### Clock distribution, run 1

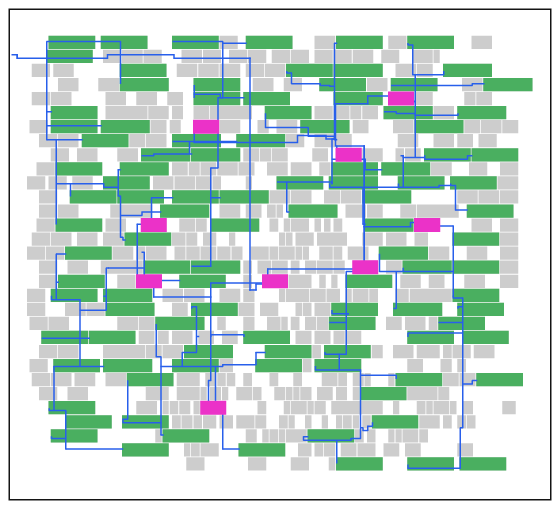
### Where the registers sit, run 1

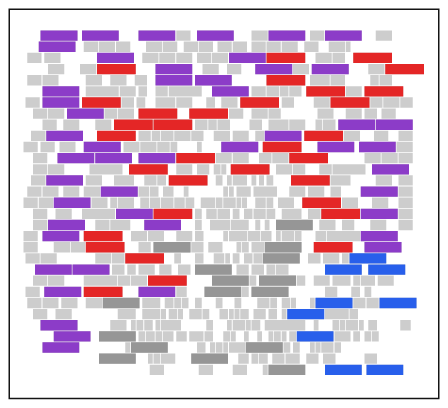
### Signal metal coverage by tile, run 1

Scale bar: 20 µm. The die is cut into 21 by 19 equal tiles; dark purple is low, yellow is high, scaled to the fullest tile. Values are wire area over tile area, all layers added.
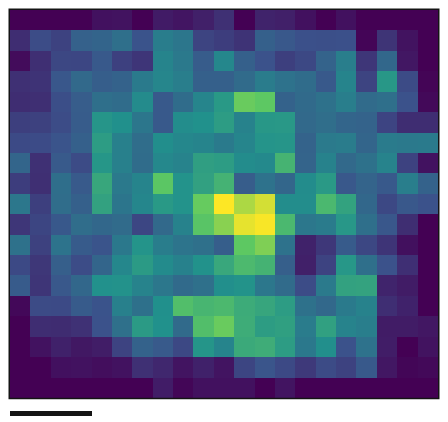
## src/rtl/alex_spi_loader_if.sv

```systemverilog
// Alex filter-board loader bus: C&C parser request side plus the serial/strobe outputs.
interface alex_spi_loader_if;
  logic [47:0] Alex_data;
  logic        Alex_data_ready;
  logic        SPI_data;
  logic        SPI_clock;
  logic        Tx_load_strobe;
  logic        Rx_load_strobe;
  logic        Rx1_load_strobe;
  logic        busy;

  modport master (
    output Alex_data, Alex_data_ready,
    input  SPI_data, SPI_clock, Tx_load_strobe, Rx_load_strobe, Rx1_load_strobe, busy
  );
  modport slave (
    input  Alex_data, Alex_data_ready,
    output SPI_data, SPI_clock, Tx_load_strobe, Rx_load_strobe, Rx1_load_strobe, busy
  );
endinterface

```

## src/rtl/alex_spi_loader.sv

```systemverilog
// Serialises the 48-bit Alex filter word as 16-bit SPI words (Tx, Rx0[, Rx1]) with latch strobes.
// Optional macro ALEX_RX1_WORD_EN adds the Rx1 word [47:32] as a third word with its own strobe.
module alex_spi_loader #(
  parameter int CLK_DIV        = 16,
  parameter int SEND_ON_CHANGE = 1
) (
  input  logic             clock,
  input  logic             reset_n,
  alex_spi_loader_if.slave bus
);
  typedef enum logic [2:0] {IDLE, LOAD, SHIFT_LOW, SHIFT_HIGH, STROBE, GAP} state_t;

`ifdef ALEX_RX1_WORD_EN
  localparam logic [1:0]  LAST_WORD = 2'd2;
  localparam logic [47:0] CMP_MASK  = {48{1'b1}};
`else
  localparam logic [1:0]  LAST_WORD = 2'd1;
  localparam logic [47:0] CMP_MASK  = {16'h0000, {32{1'b1}}};
`endif
  localparam logic [8:0] HALF_END = 9'(CLK_DIV - 1);
  localparam logic [8:0] FULL_END = 9'(2 * CLK_DIV - 1);

  state_t      r_state;
  logic        r_rdy_q, r_pend;
  logic [47:0] r_shadow, r_last;
  logic [8:0]  r_cnt;
  logic [3:0]  r_bit;
  logic [1:0]  r_word;
  logic        r_spi_data, r_spi_clk, r_tx_stb, r_rx_stb, r_busy;
`ifdef ALEX_RX1_WORD_EN
  logic        r_rx1_stb;
`endif
  logic        w_edge, w_same;
  logic [15:0] w_word;

  assign w_edge = bus.Alex_data_ready & ~r_rdy_q;
  assign w_same = (SEND_ON_CHANGE != 0) && (((r_shadow ^ r_last) & CMP_MASK) == 48'h0);

  // Word order on the wire: Tx, Rx0, then Rx1.
  always_comb begin
    w_word = r_shadow[31:16];
    if (r_word == 2'd1)      w_word = r_shadow[15:0];
    else if (r_word == 2'd2) w_word = r_shadow[47:32];
  end

  always_ff @(posedge clock or negedge reset_n) begin
    if (!reset_n) begin
      r_state    <= IDLE;
      r_rdy_q    <= 1'b0;
      r_pend     <= 1'b0;
      r_shadow   <= 48'h0;
      r_last     <= {48{1'b1}};
      r_cnt      <= 9'd0;
      r_bit      <= 4'd0;
      r_word     <= 2'd0;
      r_spi_data <= 1'b0;
      r_spi_clk  <= 1'b0;
      r_tx_stb   <= 1'b0;
      r_rx_stb   <= 1'b0;
`ifdef ALEX_RX1_WORD_EN
      r_rx1_stb  <= 1'b0;
`endif
      r_busy     <= 1'b0;
    end else begin
      r_rdy_q <= bus.Alex_data_ready;
      if (w_edge && r_state != IDLE) r_pend <= 1'b1;
      case (r_state)
        IDLE: if (w_edge || r_pend) begin
          r_shadow <= bus.Alex_data;
          r_busy   <= 1'b1;
          r_word   <= 2'd0;
          r_pend   <= 1'b0;
          r_state  <= LOAD;
        end
        LOAD: if (r_word == 2'd0 && w_same) begin
          r_busy  <= 1'b0;
          r_state <= IDLE;
        end else begin
          r_spi_data <= w_word[15];
          r_bit      <= 4'd15;
          r_cnt      <= 9'd0;
          r_state    <= SHIFT_LOW;
        end
        SHIFT_LOW: if (r_cnt == HALF_END) begin
          r_cnt     <= 9'd0;
          r_spi_clk <= 1'b1;
          r_state   <= SHIFT_HIGH;
        end else r_cnt <= r_cnt + 9'd1;
        SHIFT_HIGH: if (r_cnt == HALF_END) begin
          r_cnt     <= 9'd0;
          r_spi_clk <= 1'b0;
          if (r_bit == 4'd0) begin
            r_spi_data <= 1'b0;
            r_tx_stb   <= (r_word == 2'd0);
            r_rx_stb   <= (r_word == 2'd1);
`ifdef ALEX_RX1_WORD_EN
            r_rx1_stb  <= (r_word == 2'd2);
`endif
            r_state    <= STROBE;
          end else begin
            r_bit      <= r_bit - 4'd1;
            r_spi_data <= w_word[r_bit - 4'd1];
            r_state    <= SHIFT_LOW;
          end
        end else r_cnt <= r_cnt + 9'd1;
        STROBE: if (r_cnt == FULL_END) begin
          r_cnt    <= 9'd0;
          r_tx_stb <= 1'b0;
          r_rx_stb <= 1'b0;
`ifdef ALEX_RX1_WORD_EN
          r_rx1_stb <= 1'b0;
`endif
          r_state  <= GAP;
        end else r_cnt <= r_cnt + 9'd1;
        // last_sent only moves once the whole frame is out; an aborted frame leaves it alone.
        GAP: if (r_cnt == FULL_END) begin
          r_cnt <= 9'd0;
          if (r_word == LAST_WORD) begin
            r_last  <= r_shadow;
            r_busy  <= 1'b0;
            r_state <= IDLE;
          end else begin
            r_word  <= r_word + 2'd1;
            r_state <= LOAD;
          end
        end else r_cnt <= r_cnt + 9'd1;
        default: r_state <= IDLE;
      endcase
    end
  end

  assign bus.SPI_data       = r_spi_data;
  assign bus.SPI_clock      = r_spi_clk;
  assign bus.Tx_load_strobe = r_tx_stb;
  assign bus.Rx_load_strobe = r_rx_stb;
  assign bus.busy           = r_busy;
`ifdef ALEX_RX1_WORD_EN
  assign bus.Rx1_load_strobe = r_rx1_stb;
`else
  assign bus.Rx1_load_strobe = 1'b0;
`endif
endmodule

```

## src/flat_wrapper.sv

```systemverilog
// flat-port wrapper written by rule: the top's interface ports become plain ports
module alex_spi_loader_flat 
#(
  parameter int CLK_DIV        = 16,
  parameter int SEND_ON_CHANGE = 1
)
  (clock, reset_n, bus_Alex_data, bus_Alex_data_ready, bus_SPI_data, bus_SPI_clock, bus_Tx_load_strobe, bus_Rx_load_strobe, bus_Rx1_load_strobe, bus_busy);
  alex_spi_loader_if bus_i ();
  input  logic clock;
  input  logic reset_n;
  input wire logic [$bits(bus_i.Alex_data)-1:0] bus_Alex_data;
  input wire logic [$bits(bus_i.Alex_data_ready)-1:0] bus_Alex_data_ready;
  output wire logic [$bits(bus_i.SPI_data)-1:0] bus_SPI_data;
  output wire logic [$bits(bus_i.SPI_clock)-1:0] bus_SPI_clock;
  output wire logic [$bits(bus_i.Tx_load_strobe)-1:0] bus_Tx_load_strobe;
  output wire logic [$bits(bus_i.Rx_load_strobe)-1:0] bus_Rx_load_strobe;
  output wire logic [$bits(bus_i.Rx1_load_strobe)-1:0] bus_Rx1_load_strobe;
  output wire logic [$bits(bus_i.busy)-1:0] bus_busy;
  assign bus_i.Alex_data = bus_Alex_data;
  assign bus_i.Alex_data_ready = bus_Alex_data_ready;
  assign bus_SPI_data = bus_i.SPI_data;
  assign bus_SPI_clock = bus_i.SPI_clock;
  assign bus_Tx_load_strobe = bus_i.Tx_load_strobe;
  assign bus_Rx_load_strobe = bus_i.Rx_load_strobe;
  assign bus_Rx1_load_strobe = bus_i.Rx1_load_strobe;
  assign bus_busy = bus_i.busy;
  alex_spi_loader #(.CLK_DIV(CLK_DIV), .SEND_ON_CHANGE(SEND_ON_CHANGE)) u_core (.clock(clock), .reset_n(reset_n), .bus(bus_i));
endmodule
```

## config.mk

```make
export PLATFORM = sky130hd
export DESIGN_NAME = alex_spi_loader_flat
export DESIGN_NICKNAME = d
export VERILOG_FILES = /design/src/rtl/alex_spi_loader_if.sv /design/src/rtl/alex_spi_loader.sv /design/src/flat_wrapper.sv
export SDC_FILE = /design/constraint.sdc
export NUM_CORES = 1
export LEC_CHECK = 0
export CORE_ASPECT_RATIO = 0.9
export CORE_MARGIN = 3
export CORE_UTILIZATION = 60
export CTS_CLUSTER_SIZE = 10
export DETAILED_ROUTE_END_ITERATION = 8
export PLACE_DENSITY = 0.82
export SETUP_SLACK_MARGIN = 0.1
export SYNTH_ARGS = -nofsm -noshare
export SYNTH_HDL_FRONTEND = slang
export SYNTH_SLANG_ARGS = --single-unit
```

## constraint.sdc

```tcl
create_clock -name clock -period 7.87 [get_ports clock]
set_input_delay 1.1805 -clock clock [delete_from_list [all_inputs] [get_ports clock]]
set_output_delay 1.1805 -clock clock [all_outputs]
set_load 0.01 [all_outputs]
```

==> Slide: Implementation Results, run 1 <==
Key Metrics from the Run

Floorplanning
  – Ports: ~57
  – Die width: 105 µm
  – Row count: 31
  – Floorplan core area: approximately 0.0083 mm²

Status
  – Status: finished clean

Yosys
  – Synth Area per Inst: between 10 and 15 µm²
  – EDFF count, synth: 0
  – Cell type with the largest total area: dfrtp_1
  – Synth Seq Share: between 50% and 60%
  – Adder Area Share: under 10%
  – Xor/xnor share: 6.33%
  – Mapped Area: around 0.0052 mm²
  – Yosys Chip Area: 0.00524 mm²
  – Top comb family, area: multiplexers
  – Ys flop type: dfrtp_1
  – Area fraction in mux cells: 21.8%
  – Yosys cell count: between 400 and 500
  – Mapped Cells: around 420

Clock tree
  – CTS Buf Count: 9
  – Root Buffer: clkbuf_8
  – Post-CTS setup buffers: 0
  – Post-cts resize count: 0
  – H-Tree Depth: 3
  – Sink Count: approximately 110

Detailed routing
  – Residual DRC: 0
  – DRT antenna net count: 0
  – Vias per Instance: 5.80
  – Drt first pass iters: 4

Power
  – Worst VDD drop: between 0.00015 and 0.0002 V
  – P_leak: around 0.0026 µW
  – Tot Pwr: 1820 µW

Global routing
  – Gr ovfl total: 0
  – Vias in the first global route: approximately 3400

Worst setup path
  – WP data required: between 8 and 9 ns
  – Worst EP arrival: 3.28 ns

Timing
  – Setup-failing EPs final: 0
  – Final Max Tran Viols: 0
  – Slew HR: between 20% and 30%
  – Final period demand of the worst path: roughly 3.0 ns
  – Final period utilization: between 30% and 40%
  – Worst-Margin Slew: around 1.2 ns
  – Hold slack: 0.510 ns
  – Highest Clock Rate: between 0.3 and 0.4 GHz

Finish
  – Layout cells sized above 1: 31.9%
  – Fin util: between 70% and 80%
  – Area growth, synth to finish: 15.1%

Placement
  – Post-detail-place hpwl: ~7.4 mm
  – Placed cells: around 570
Notes on 'Clock distribution' above:
[clock-net drivers] magenta | count: 9
[flip-flops] green | count: 105
[clock wires] blue | length: 1150 µm
flops lie: widely spread
routed clock nets: 10
Clock Power Share: 16.9%
Worst Skew: 0.00944 ns

Notes on 'Where the registers sit' above:
| netlist name | colour | flops |
|---|---|---|
| u_core.r_last | red | 32 |
| u_core.r_shadow | purple | 48 |
| u_core.r_cnt | blue | 9 |

Notes on 'Signal metal coverage by tile' above:
nearly empty tiles: 11%
densest ninth of the die: centre
mean over tiles: 0.16
overall via count from detail_route: 3411
Wirelength per Cell: 17.8 µm
WL final: 10.5 mm

==> run 1: metrics by stage <==
stage	area (µm²)	setup slack (ns)
global route	6030	4.64
finish	6030	4.84
CTS	6030	4.85
global placement	5850	4.56
detailed placement	5850	4.47
floorplan	5240	5.27
==> run 1: critical path, cell delays in order <==
cell and delay [ns]:
clkdlybuf4s50_1 0.43, a21oi_1 0.26, nor2_1 0.09, nand2_2 0.84
mux2_2 0.43
==> run 1: area by class of cell <==
cell class | instances | area, µm² | share of cell area [%]
multi-input cells | 280 | 2420 | 40.2
clock buffers | 9 | 124 | 2.05
clock inverters | 7 | 52.6 | 0.871
inverters | 15 | 56.3 | 0.934
well taps | 115 | 144 | 2.39
flip-flops and latches | 105 | 2670 | 44.2
repair buffers | 57 | 563 | 9.34
==> run 1: placed cells by master, fill, tap and decap left out, drive strengths merged, types with 3 or more instances in the layout <==
cell type and count:
ha 6, mux2i 6, o21ai 18, a211oi 4, or4 3, nand4 4, nor3 9, nand3 9
a21oi 10, mux4 7, clkbuf 9, nor2b 7, nand2 17, buf 3, xnor2 3, nand2b 3
xor2 34, and3 4, or3 3, nor2 13, clkinv 3, mux2 82, inv 18, nand3b 3
a22o 4, dfstp 32, clkdlybuf4s50 54, nor4 7, dfrtp 73
==> run 1: state kept, by name, summed over array words and instances (netlist names) <==
register / count
u_core.bus.Tx_load_strobe: 1
u_core.bus.SPI_clock: 1
u_core.r_rdy_q: 1
u_core.r_state: 3
u_core.r_shadow: 48
u_core.bus.busy: 1
u_core.r_cnt: 9
u_core.r_pend: 1
u_core.r_word: 2
u_core.bus.Rx_load_strobe: 1
u_core.r_bit: 4
u_core.bus.SPI_data: 1
u_core.r_last: 32
==> run 1: kinds of logic (layout without fill, tap and decap cells) <==
family          Yosys count  after routing
other cells               1              1
buf+inv                  34             88
xor+xnor                 37             37
simple gates             85             85
compound gates           56             56
fa+ha+maj                 6              6
flops                   105            105
mux                      95             95
==> run 1: metal layers <==
| metal | up-vias | track usage [%] | share of wire [%] |
|---|---|---|---|
| met3 | 9 | 4.72 | 4.6 |
| met1 | 1714 | 31.0 | 46 |
| met5 | - | 0 | 0 |
| met2 | 83 | 35.0 | 49 |
| li1 | 1605 | - | - |
| met4 | 0 | 5.32 | 0.79 |
==> run 1: how the worst min path moves through the flow <==
stage	from	endpoint	slack, ns	cells past startpoint
4_1_cts	u_core.r_shadow[45]	u_core.r_shadow[45]	0.52	1
3_5_place_dp	u_core.r_shadow[40]	u_core.r_shadow[40]	0.49	1
3_3_place_gp	u_core.r_shadow[44]	u_core.r_shadow[44]	0.49	1
2_1_floorplan	u_core.r_shadow[40]	u_core.r_shadow[40]	0.47	1
5_1_grt	u_core.r_shadow[45]	u_core.r_shadow[45]	0.53	1
6_report	u_core.r_shadow[45]	u_core.r_shadow[45]	0.51	1
==> run 1: power by group <==
part / switching, µW / leakage, µW / internal [µW]
Clock: 188 / 0.0000904 / 118
Combinational: 281 / 0.00131 / 355
Sequential: 176 / 0.00121 / 698
--- run 2 (diff from run 1) ---
CORE_UTILIZATION = 57   (was 60)
PLACE_DENSITY = 0.78   (was 0.82)
clock period = 3.05 ns   (was 7.87 ns; I/O delays follow)
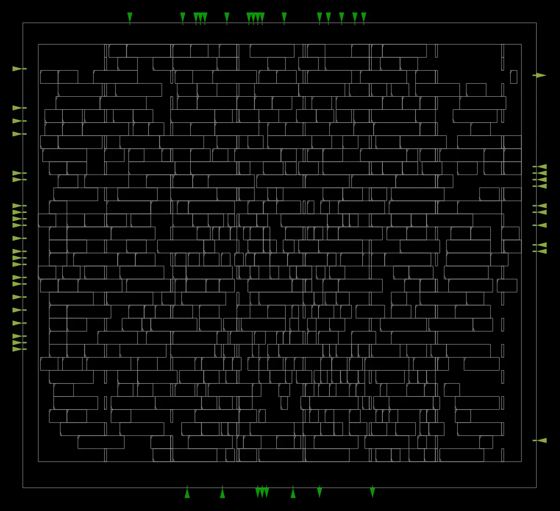
*Cell outlines without signal wires, run 2*
flip-flop and latch count: 105
Taps Inserted: 119
FILL cells: 631
row count: 32
Post-Layout Cell Count: 596

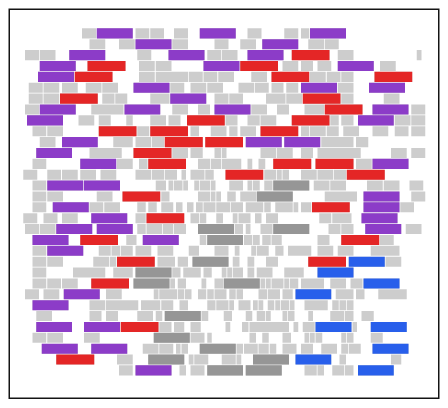
*Where the registers sit, run 2*
Seq. pwr: 2210 µW
Reg area: 0.00267 mm²
fin util: 69.9%
sequential cell area share: 43.5%

==> Slide: Implementation Results, run 2 <==
Key Metrics from the Run

Finish
  – Most numerous logic cell after layout: mux2_2
  – Biggest regs: u_core.r_shadow (48), u_core.r_last (32), u_core.r_cnt (9)
  – Max reg flops: about 48
  – Most flops, register: u_core.r_shadow

Floorplanning
  – Ports: around 57
  – Floorplan core area: roughly 0.009 mm²
  – Die width: around 110 µm

Timing
  – Hold slack: between 0.05 and 0.06 ns
  – Final period demand of the worst path: 2.55 ns
  – Worst Skew: approximately 0.014 ns
  – Highest Clock Rate: between 0.3 and 0.4 GHz
  – Final period utilization: 83.7%
  – Setup-failing EPs final: 0
  – Worst-Margin Slew: approximately 0.75 ns

Detailed routing
  – WL final: about 11 mm
  – Residual DRC: 0
  – DRT antenna net count: 0
  – Drt first pass iters: 4
  – Vias per Instance: around 6
  – Overall via count from detail_route: 3477

Worst setup path
  – WP data required: between 3 and 4 ns
  – Worst EP arrival: 2.81 ns

Power
  – Worst VDD drop: 0.000398 V
  – Sequential share of power: between 40 and 50%
  – Net Sw Frac: 35.0%
  – Net Sw Power: 1680 µW
  – Gate power share: a little over a third
  – Pint: around 3100 µW
  – Tot Pwr: ~4800 µW
  – P_leak: about 0.0027 µW

Yosys
  – Adder Area Share: around 1.4%
  – Area fraction in mux cells: a little over a fifth
  – Top comb family, area: multiplexers
  – Mapped Cells: between 400 and 500
  – Ys flop type: dfrtp_1
  – Yosys Chip Area: approximately 0.0052 mm²
  – Yosys cell count: 419
  – Synth Seq Share: between 50% and 60%
  – EDFF count, synth: 0
  – Cell type with the largest total area: dfrtp_1

Clock tree
  – Sink Count: ~110
  – CTS Buf Count: 9
  – H-Tree Depth: 3
  – Post-cts resize count: 0
  – Post-CTS setup buffers: 0

Status
  – Status: finished clean

Global routing
  – Gr ovfl total: 0
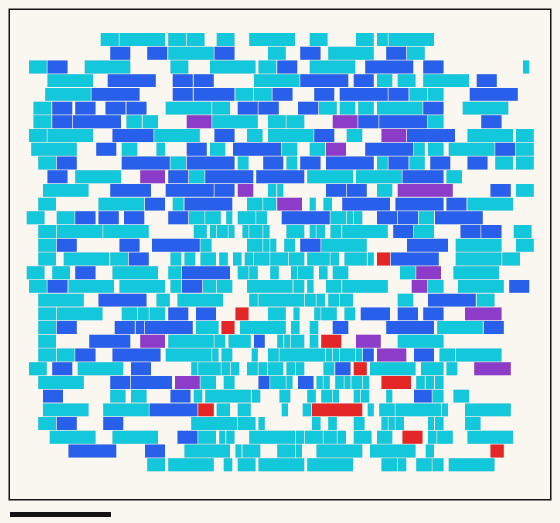
*Cell sizes after repair, run 2*
Scale bar: 20 µm.
| size | colour | cells | share | most used |
|---|---|---|---|---|
| x3 and x4 | red | 10 | 2.1% | buf_4 |
| x2 | blue | 129 | 27% | mux2_2 |
| x6 and larger | purple | 16 | 3.4% | clkbuf_8 |
| x1 and smaller | cyan | 322 | 68% | dfrtp_1 |
Area growth, synth to finish: 16.9%
final worst slack: 0.497 ns
final instance area: 0.00613 mm²
Signal buffers: 61

## run 2: cell counts after synthesis
Identical to the previous run, type by type.
## run 2: cell families after synthesis
logic type	Yosys count
AND/OR/NAND/NOR	85
other	1
XOR/XNOR	37
AND-OR/OR-AND	56
buffers and inverters	34
adder cells (fa/ha/maj)	6
flip-flops	105
multiplexers	95
## run 2: layout make-up
type | count | area (µm²)
sequential | 105 | 2670
fill | 631 | 2640
multi-input combinational | 280 | 2420
timing repair buffer | 61 | 618
tap | 119 | 149
clock buffer | 9 | 124
clock inverter | 7 | 88.8
inverter | 15 | 56.3
## run 2: worst max-delay path, cell delays in order, from the launching register on
cell and delay [ns]:
dfrtp_1 0.43, inv_1 0.11, ha_1 0.28, xor2_2 0.48, mux4_2 0.60, nor3_1 0.17, a211oi_1 0.08, o221ai_1 0.18
mux2i_1 0.09
## run 2: stage by stage
step	cell area, µm²	worst slack, ns	cells
2_1_floorplan	5240	0.455	419
3_3_place_gp	5910	0.556	580
3_5_place_dp	5910	0.508	580
4_1_cts	6130	0.495	596
5_1_grt	6130	0.332	596
6_report	6130	0.497	596
## run 2: worst max-delay path by stage
stage	to	slack (ns)	cells after the start
finish	u_core.bus.SPI_data	0.50	8
global route	u_core.bus.SPI_data	0.33	8
CTS	u_core.bus.SPI_data	0.49	8
detailed placement	u_core.bus.SPI_data	0.51	8
global placement	u_core.bus.SPI_data	0.56	8
floorplan	u_core.bus.SPI_data	0.45	9
## run 2: metal layers
| metal | GRT usage, % | up-vias | routed length, µm |
|---|---|---|---|
| met3 | 4.87 | 12 | 554 |
| li1 | - | 1614 | - |
| met4 | 4.13 | 0 | 118 |
| met5 | 0 | - | 0 |
| met1 | 31.3 | 1748 | 4790 |
| met2 | 33.8 | 103 | 5050 |
## run 2: power groups by stage
stage | clock network (µW) | registers [µW] | logic [µW]
finish | 908 | 2210 | 1700
global route | 995 | 2270 | 1870
CTS | 932 | 2200 | 1710
detailed placement | 0 | 2230 | 1700
global placement | 0 | 2200 | 1660
floorplan | 0 | 2090 | 1290
--- run 3 (diff from run 2) ---
clock period = 2.45 ns   (was 3.05 ns; I/O delays follow)
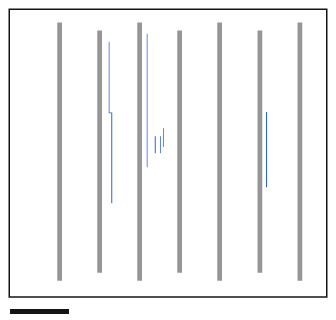
*Met4 routing, run 3*
Scale bar: 20 µm. Supply wires on this layer in grey.
main direction: vertical
share of all routed wire: 1.3%

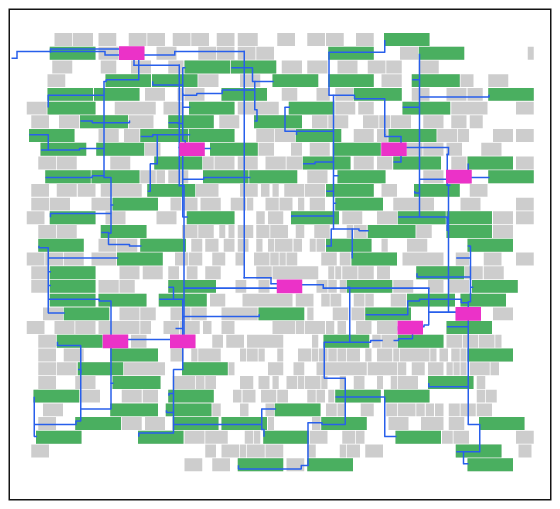
*Clock distribution, run 3*
[clock-net drivers] magenta | count: 9
[clock wires] blue | length: 1190 µm
[flip-flops] green | count: 105
flops lie: widely spread

==> Slide: Implementation Results, run 3 <==
Key Metrics from the Run

Finish
  – Layout cells sized above 1: 34.7%
  – Area growth, synth to finish: 19.2%
  – Biggest regs: u_core.r_shadow (48), u_core.r_last (32), u_core.r_cnt (9)
  – Final instance area: 0.00625 mm²
  – Max reg flops: between 40 and 50
  – Most flops, register: u_core.r_shadow
  – Most numerous logic cell after layout: mux2_2

Placement
  – Post-detail-place hpwl: 7.75 mm
  – DP Area: approximately 0.0060 mm²
  – Placed cells: approximately 590

Yosys
  – Synth Seq Share: between 50% and 60%
  – Synth Area per Inst: 12.5 µm²
  – Yosys cell count: about 420
  – Yosys Chip Area: 0.00524 mm²
  – Mapped Cells: 419
  – Mapped Area: 0.00524 mm²
  – EDFF count, synth: 0
  – Cell type with the largest total area: dfrtp_1
  – Ys flop type: dfrtp_1

Timing
  – Final period demand of the worst path: about 2.3 ns
  – Final period utilization: between 90 and 100%
  – Worst Skew: approximately 0.013 ns
  – Setup-failing EPs final: 0
  – Worst-Margin Slew: roughly 0.63 ns
  – Final hold vios: 0
  – Hold slack: 0.444 ns
  – Final Max Tran Viols: 0
  – Slew HR: about three fifths

Global routing
  – Gr ovfl total: 0
  – Met1 Use GR: 32.4%
  – Routing usage on met2: 34.2%
  – Vias in the first global route: 3476
  – GRT met3 Usage: under 10%
  – GRT busiest layer: met2

Floorplanning
  – Ports: roughly 57
  – Die width: 107 µm
  – Row count: 32
  – Floorplan core area: roughly 0.0088 mm²

Worst setup path
  – WP data required: between 2 and 3 ns
  – Worst EP arrival: roughly 2.5 ns

Detailed routing
  – DRT antenna net count: 0
  – Drt first pass iters: 5
  – Vias per Instance: roughly 5.8
  – Residual DRC: 0

Clock tree
  – CTS Buf Count: 9
  – Post-CTS setup buffers: 0

Power
  – Tot Pwr: approximately 6000 µW
  – Worst VDD drop: around 0.00047 V
  – P_leak: between 0.002 and 0.003 µW

Status
  – Status: finished clean
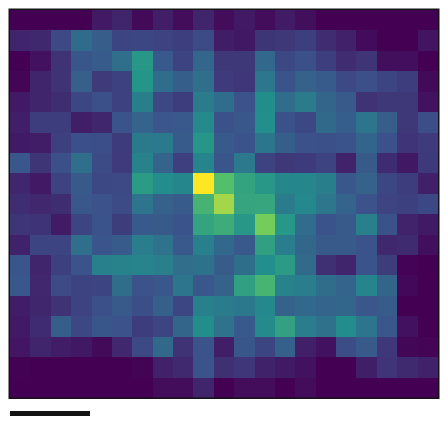
*Signal metal coverage by tile, run 3*
Scale bar: 20 µm. The die is cut into 21 by 19 equal tiles; dark purple is low, yellow is high, scaled to the fullest tile. Values are wire area over tile area, all layers added.
WL final: 10.7 mm
GRT Total Usage: 22.3%
overall via count from detail_route: 3530
Wirelength per Cell: 17.7 µm

[run 3: layout make-up]
class                      count  area (µm²)
tap                          119         149
clock buffer                  12         155
fill                         605        2520
timing repair buffer          71         708
sequential                   105        2670
inverter                      15        56.3
multi-input combinational    280        2480
clock inverter                 4        33.8
[run 3: final timing paths]
path                                       end  slack, ns  cells past startpoint
setup / recovery           u_core.bus.SPI_data       0.16                      8
hold / removal                 u_core.r_cnt[7]       0.44                      2
setup reg to reg           u_core.bus.SPI_data       0.16                      8
hold reg to reg            u_core.r_shadow[41]       0.51                      1
max in group asynchronous    u_core.r_last[30]       1.30                      3
min in group clock              u_core.r_rdy_q       0.46                      1
[run 3: where the power goes]
group          switching (µW)  leakage [µW]  internal [µW]
sequential                491       0.00121           2250
clock                     596     0.0000936            435
combinational            1030       0.00139           1230
[run 3: kinds of logic after synthesis]
family	Yosys count	share of synthesized area, %
compound gates	56	7.64
xor+xnor	37	6.33
fa+ha+maj	6	1.43
buf+inv	34	2.91
flops	105	50.9
mux	95	21.8
other cells	1	0.0715
simple gates	85	8.95
[run 3: per-layer routing]
| metal | routed length [µm] | vias to the layer above | share of wire (%) |
|---|---|---|---|
| met5 | 0 | - | 0 |
| met4 | 142 | 0 | 1.3 |
| met3 | 622 | 14 | 5.8 |
| met2 | 5000 | 109 | 46 |
| met1 | 4980 | 1771 | 46 |
| li1 | - | 1636 | - |
[run 3: worst max-delay path, cell delays in order, from the launching register on]
cell	delay (ns)
dfrtp_1	0.42
inv_1	0.15
ha_4	0.20
xor2_4	0.25
mux4_2	0.57
nor3_2	0.17
a211oi_1	0.08
o221ai_1	0.21
mux2i_1	0.11
[run 3: per-stage QoR]
| step | util [%] | setup WS [ns] | setup TNS [ns] |
|---|---|---|---|
| final | 71.2 | 0.161 | 0 |
| after detailed placement | 68.5 | -0.0146 | -0.0323 |
| after CTS | 71.1 | 0.0933 | 0 |
| after global placement | 68.5 | 0.0794 | 0 |
| after global routing | 71.2 | 0.0553 | 0 |
| after floorplan | - | 0.122 | 0 |
[run 3: timing repair]
| item | 4_1_cts | 5_1_grt |
|---|---|---|
| gates resized | 3 | 4 |
| hold buffers | 1 | 0 |
| pin swaps | 0 | 0 |
| hold endpoints to repair | 20 | 0 |
| setup endpoints to repair | 14 | 16 |
Power and IR drop assume default switching activity.
